<file path="src/rtl/frame_pingpong_ctrl_pkg.sv">
// frame_pingpong_ctrl_pkg: image constants and controller state encoding shared
// by capture, color_proc and the ping-pong frame buffer controller.
package frame_pingpong_ctrl_pkg;
   localparam int c_img_cols = 160;
   localparam int c_img_rows = 120;
   localparam int c_img_pxls = c_img_cols * c_img_rows;
   localparam int c_nb_img_pxls = 15;
   localparam logic [c_nb_img_pxls-1:0] c_last_pxl = c_nb_img_pxls'(c_img_pxls - 1);
   typedef enum logic [1:0] {SYNC, FILL, FULL} state_t;
endpackage

</file>
<file path="src/rtl/frame_pingpong_ctrl_if.sv">
// frame_pingpong_ctrl_if: capture, processing and frame buffer signals of the
// ping-pong controller; slave is the controller side, master the surroundings.
interface frame_pingpong_ctrl_if;
   import frame_pingpong_ctrl_pkg::*;
   logic                     cap_we;
   logic [c_nb_img_pxls-1:0] cap_addr;
   logic [c_nb_img_pxls-1:0] proc_addr;
   logic                     proc_done;
   logic                     freeze;
   logic                     fb_we;
   logic [c_nb_img_pxls:0]   fb_wr_addr;
   logic [c_nb_img_pxls:0]   fb_rd_addr;
   logic                     proc_start;
   logic                     wr_bank;
   logic                     rd_bank;
   logic [7:0]               drop_cnt;
   modport slave (
      input  cap_we, cap_addr, proc_addr, proc_done, freeze,
      output fb_we, fb_wr_addr, fb_rd_addr, proc_start, wr_bank, rd_bank, drop_cnt
   );
   modport master (
      output cap_we, cap_addr, proc_addr, proc_done, freeze,
      input  fb_we, fb_wr_addr, fb_rd_addr, proc_start, wr_bank, rd_bank, drop_cnt
   );
endinterface

</file>
<file path="src/rtl/frame_pingpong_ctrl_sat_counter.sv">
// sat_counter: up counter with synchronous clear that holds at all-ones.
module sat_counter #(
   parameter int c_width = 8
) (
   input  logic               clk,
   input  logic               i_clr,
   input  logic               i_inc,
   output logic [c_width-1:0] o_q
);
   logic [c_width-1:0] r_q;
   always_ff @(posedge clk)
      r_q <= i_clr ? '0 : (i_inc && r_q != '1) ? r_q + 1'b1 : r_q;
   assign o_q = r_q;
endmodule

</file>
<file path="src/rtl/frame_pingpong_ctrl.sv">
// frame_pingpong_ctrl: steers capture writes and processing reads to opposite
// banks, swapping only on whole frames. FRAME_DROP_CNT_EN builds the drop counter.
module frame_pingpong_ctrl
   import frame_pingpong_ctrl_pkg::*;
(
   input logic                  clk,
   input logic                  rst,
   frame_pingpong_ctrl_if.slave bus
);
   state_t r_state, w_next;
   logic   r_wr_bank, r_rd_bank, r_busy, r_start;
   logic   w_sof, w_eof, w_hand, w_swap;
   assign w_sof  = bus.cap_we && bus.cap_addr == '0;
   assign w_eof  = bus.cap_we && bus.cap_addr == c_last_pxl;
   assign w_hand = !bus.freeze && (!r_busy || bus.proc_done);
   always_comb begin
      w_swap = w_hand && ((r_state == FILL && w_eof) || r_state == FULL);
      w_next = w_swap                     ? SYNC :
               (r_state == SYNC && w_sof) ? FILL :
               (r_state == FILL && w_eof) ? FULL : r_state;
   end
   always_ff @(posedge clk) begin
      if (rst) begin
         r_state   <= SYNC;
         r_wr_bank <= 1'b0;
         r_rd_bank <= 1'b1;
         r_busy    <= 1'b0;
         r_start   <= 1'b0;
      end else begin
         r_state   <= w_next;
         r_start   <= w_swap;
         r_wr_bank <= r_wr_bank ^ w_swap;
         r_rd_bank <= r_rd_bank ^ w_swap;
         r_busy    <= w_swap || (r_busy && !bus.proc_done);
      end
   end
   // only the first pixel may open a frame from SYNC; out-of-frame addresses never write
   assign bus.fb_we      = bus.cap_we && bus.cap_addr <= c_last_pxl &&
                           (r_state == FILL || (r_state == SYNC && bus.cap_addr == '0));
   assign bus.fb_wr_addr = {r_wr_bank, bus.cap_addr};
   assign bus.fb_rd_addr = {r_rd_bank, bus.proc_addr};
   assign bus.proc_start = r_start;
   assign bus.wr_bank    = r_wr_bank;
   assign bus.rd_bank    = r_rd_bank;
`ifdef FRAME_DROP_CNT_EN
   logic [7:0] w_drop;
   sat_counter #(.c_width(8)) u_drop (
      .clk   (clk),
      .i_clr (rst),
      .i_inc (r_state == FULL && w_sof),
      .o_q   (w_drop)
   );
   assign bus.drop_cnt = w_drop;
`else
   assign bus.drop_cnt = '0;
`endif
endmodule
</file>
<file path="src/flat_wrapper.sv">
// flat-port wrapper written by rule: the top's interface ports become plain ports
module frame_pingpong_ctrl_flat import frame_pingpong_ctrl_pkg::*;
  (clk, rst, bus_cap_we, bus_cap_addr, bus_proc_addr, bus_proc_done, bus_freeze, bus_fb_we, bus_fb_wr_addr, bus_fb_rd_addr, bus_proc_start, bus_wr_bank, bus_rd_bank, bus_drop_cnt);
  frame_pingpong_ctrl_if bus_i ();
  input logic clk;
  input logic rst;
  input wire logic [$bits(bus_i.cap_we)-1:0] bus_cap_we;
  input wire logic [$bits(bus_i.cap_addr)-1:0] bus_cap_addr;
  input wire logic [$bits(bus_i.proc_addr)-1:0] bus_proc_addr;
  input wire logic [$bits(bus_i.proc_done)-1:0] bus_proc_done;
  input wire logic [$bits(bus_i.freeze)-1:0] bus_freeze;
  output wire logic [$bits(bus_i.fb_we)-1:0] bus_fb_we;
  output wire logic [$bits(bus_i.fb_wr_addr)-1:0] bus_fb_wr_addr;
  output wire logic [$bits(bus_i.fb_rd_addr)-1:0] bus_fb_rd_addr;
  output wire logic [$bits(bus_i.proc_start)-1:0] bus_proc_start;
  output wire logic [$bits(bus_i.wr_bank)-1:0] bus_wr_bank;
  output wire logic [$bits(bus_i.rd_bank)-1:0] bus_rd_bank;
  output wire logic [$bits(bus_i.drop_cnt)-1:0] bus_drop_cnt;
  assign bus_i.cap_we = bus_cap_we;
  assign bus_i.cap_addr = bus_cap_addr;
  assign bus_i.proc_addr = bus_proc_addr;
  assign bus_i.proc_done = bus_proc_done;
  assign bus_i.freeze = bus_freeze;
  assign bus_fb_we = bus_i.fb_we;
  assign bus_fb_wr_addr = bus_i.fb_wr_addr;
  assign bus_fb_rd_addr = bus_i.fb_rd_addr;
  assign bus_proc_start = bus_i.proc_start;
  assign bus_wr_bank = bus_i.wr_bank;
  assign bus_rd_bank = bus_i.rd_bank;
  assign bus_drop_cnt = bus_i.drop_cnt;
  frame_pingpong_ctrl u_core (.clk(clk), .rst(rst), .bus(bus_i));
endmodule
</file>
<file path="config.mk">
export PLATFORM = sky130hd
export DESIGN_NAME = frame_pingpong_ctrl_flat
export DESIGN_NICKNAME = d
export VERILOG_FILES = /design/src/rtl/frame_pingpong_ctrl_pkg.sv /design/src/rtl/frame_pingpong_ctrl_if.sv /design/src/rtl/frame_pingpong_ctrl_sat_counter.sv /design/src/rtl/frame_pingpong_ctrl.sv /design/src/flat_wrapper.sv
export SDC_FILE = /design/constraint.sdc
export NUM_CORES = 1
export LEC_CHECK = 0
export CORE_MARGIN = 2
export CORE_UTILIZATION = 32
export CTS_CLUSTER_SIZE = 10
export DETAILED_ROUTE_END_ITERATION = 6
export PLACE_DENSITY_LB_ADDON = 0.05
export SYNTH_ARGS = -nofsm -noshare
export SYNTH_HDL_FRONTEND = slang
export SYNTH_SLANG_ARGS = --single-unit
</file>
<file path="constraint.sdc">
create_clock -name clk -period 2 [get_ports clk]
set_input_delay 0.4 -clock clk [delete_from_list [all_inputs] [get_ports clk]]
set_output_delay 0.4 -clock clk [all_outputs]
set_load 0.02 [all_outputs]
</file>
Figure 1. Metal 3.
Drawn at 10 px/um.
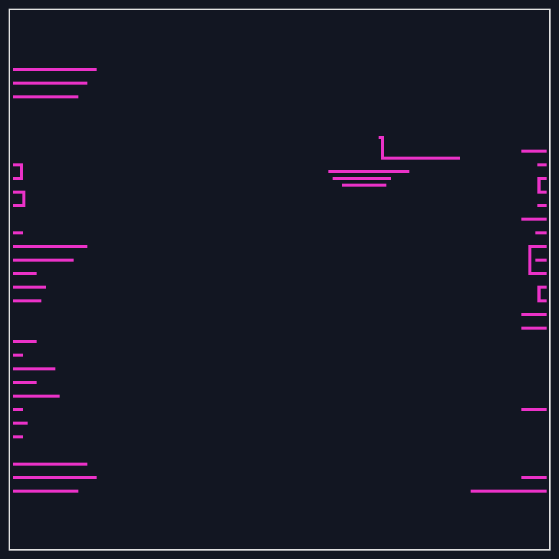
nets with wire on the layer: 38
main direction: horizontal

Figure 2. Wiring heat map.
Drawn at 6 px/um. The die is cut into 11 by 11 equal tiles; black is low, pale yellow is high, scaled to the fullest tile. Values are wire area over tile area, all layers added.
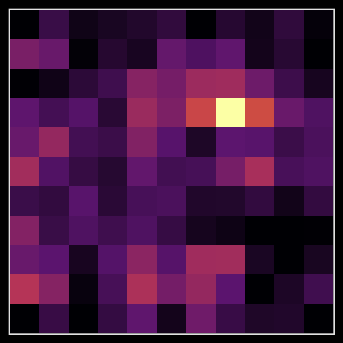
emptiest ninth of the die: lower right
fullest tile: 0.53
tiles over half the peak: 2.5%
gr usage total: 13.6%
Routed WL: 1860 um
DR WL/cell: 11.9 um

==> flow_summary.toml <==
# flow metrics
[outcome]
status = "finished clean"

[power_and_ir_drop]
irDropWorstVdd_mv = 0.249
p_int_uw = 311
total_power_uw = 473
seq_power_uw = 135
comb_power_share_pct = 47.4

[worst_hold_path]
hp-class = "flip-flop to flip-flop"
worstHoldEndpoint = "u_core.r_state[1]"
holdPathStages = 3

[setup_path]
crit_cells = 6
slowest_stage = "clkdlybuf4s50_1"
crit_start = "bus_cap_addr[1]"
start_kind = "input pin"
critPathCaptureType = "output pin"
worst-setup-path-type = "input pin to output pin"
arrival_ns = 1.58
path_cells = "clkdlybuf4s50_1 > nor4_2 > buf_4 > nand4_4 > a22oi_2 > buf_6"
crit_family = "buffers and inverters"
rr_startpoint = "u_core.r_state[0]"
max_stage_delay_ns = 0.44
timing.rr.end = "u_core.r_busy"

[synth]
synth-edff-count = 0
yosys-top-cells-count = "buf_4, dfxtp_1, nand4_1"
synthTopLogicFamily = "buffers and inverters"
simple_gate_area_share_pct = 23.7
ys_seq_share_pct = 15.1
yosys-stat-cells = 95
ys_ff = 6
yosys_area_um2 = 797
yosys-top-cells-area = "buf_4, dfxtp_1, nand4_1, a211oi_2, nand4_4"
synthMostInstantiatedCell = "buf_4"
synth.distinct_cells = 31
synthCells = 95
async_reset_ff_share_pct = 0
largest_area_cell = "buf_4"

[place]
dp.cells = 153
place_area_um2 = 1110
port_buffers = 40
dpl_worst_slack_ns = -0.712
dp_hpwl_um = 1570

[final_layout]
largest_register_ffs = 2
sh_seq_area_pct = 10.4
logic_gates = 51
regArea_um2 = 120
syn2layout_area_growth_pct = 44.4
finalNetCount = 163
drive_above_1_share_pct = 34.1
fillCellCount = 237
num-nonclk-inverters = 2
regMostFlops = "u_core.r_state"
design_area_um2 = 1150
clk_share_pct = 1.96
final.clkbuf_count = 3
comb_area_um2 = 390
utilization_pct = 47.8
buffer_area_share_pct = 49.8
fin_cells = 156

[final_timing]
finalHoldViolCount = 0
hold-worst-slack_ns = 0.591
timing.final.crit_period_ns = 1.98
min_period_over_period_pct = 98.9
fin_ws_ns = 0.0218
max_freq_ghz = 0.506
timing.final.max_slew_violations = 0

[cts]
hold_buffers = 0
cts_sinks = 6
clkTransAtPathRegs_ns = 0.04
h-tree-depth = 1
cts-root-buf = "clkbuf_4"
postCtsSetupBuffers = 0

[global_routing]
grt_use_met1_pct = 15.2
grt_overflow = 0
grt_pass1_wl_um = 2900
met3_usage_pct = 5.56
top_usage_layer = "met2"

[floorplan]
well_tap_count = 30
io_pins = 79
die_w_um = 53.9
initCoreUtil_pct = 33.1
dieArea_um2 = 2910

[drt]
via_per_inst = 4.46
drt_first_pass_iters = 4
antenna_left = 0
top_layer = "met4"
drc_errors = 0
wl_met2_um = 982
wl_met1_um = 721

[run]
warnings = 28
Figure 3. The clock network.
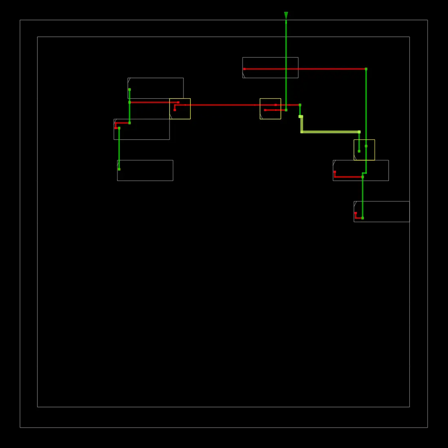
number of CTS-inserted buffers: 3
Clock Skew: 0.00708 ns
Skew-Pair Late Insertion Delay: 0.25 ns

Figure 4. Clock wires, drivers and flops.
Drawn at 6 px/um.
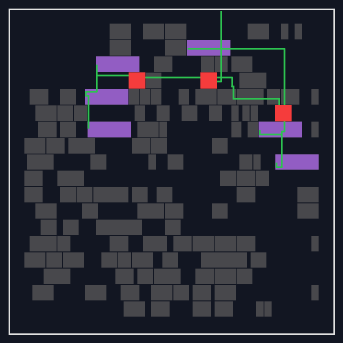
[clock wires] green | length: 107 um
[flip-flops] purple | count: 6
[clock drivers] red | count: 3
routed clock nets: 4
Clock Power Share: 24.1%
power of the clock network: 114 uW

No activity file was given, so power comes from the tool's default toggle rates.
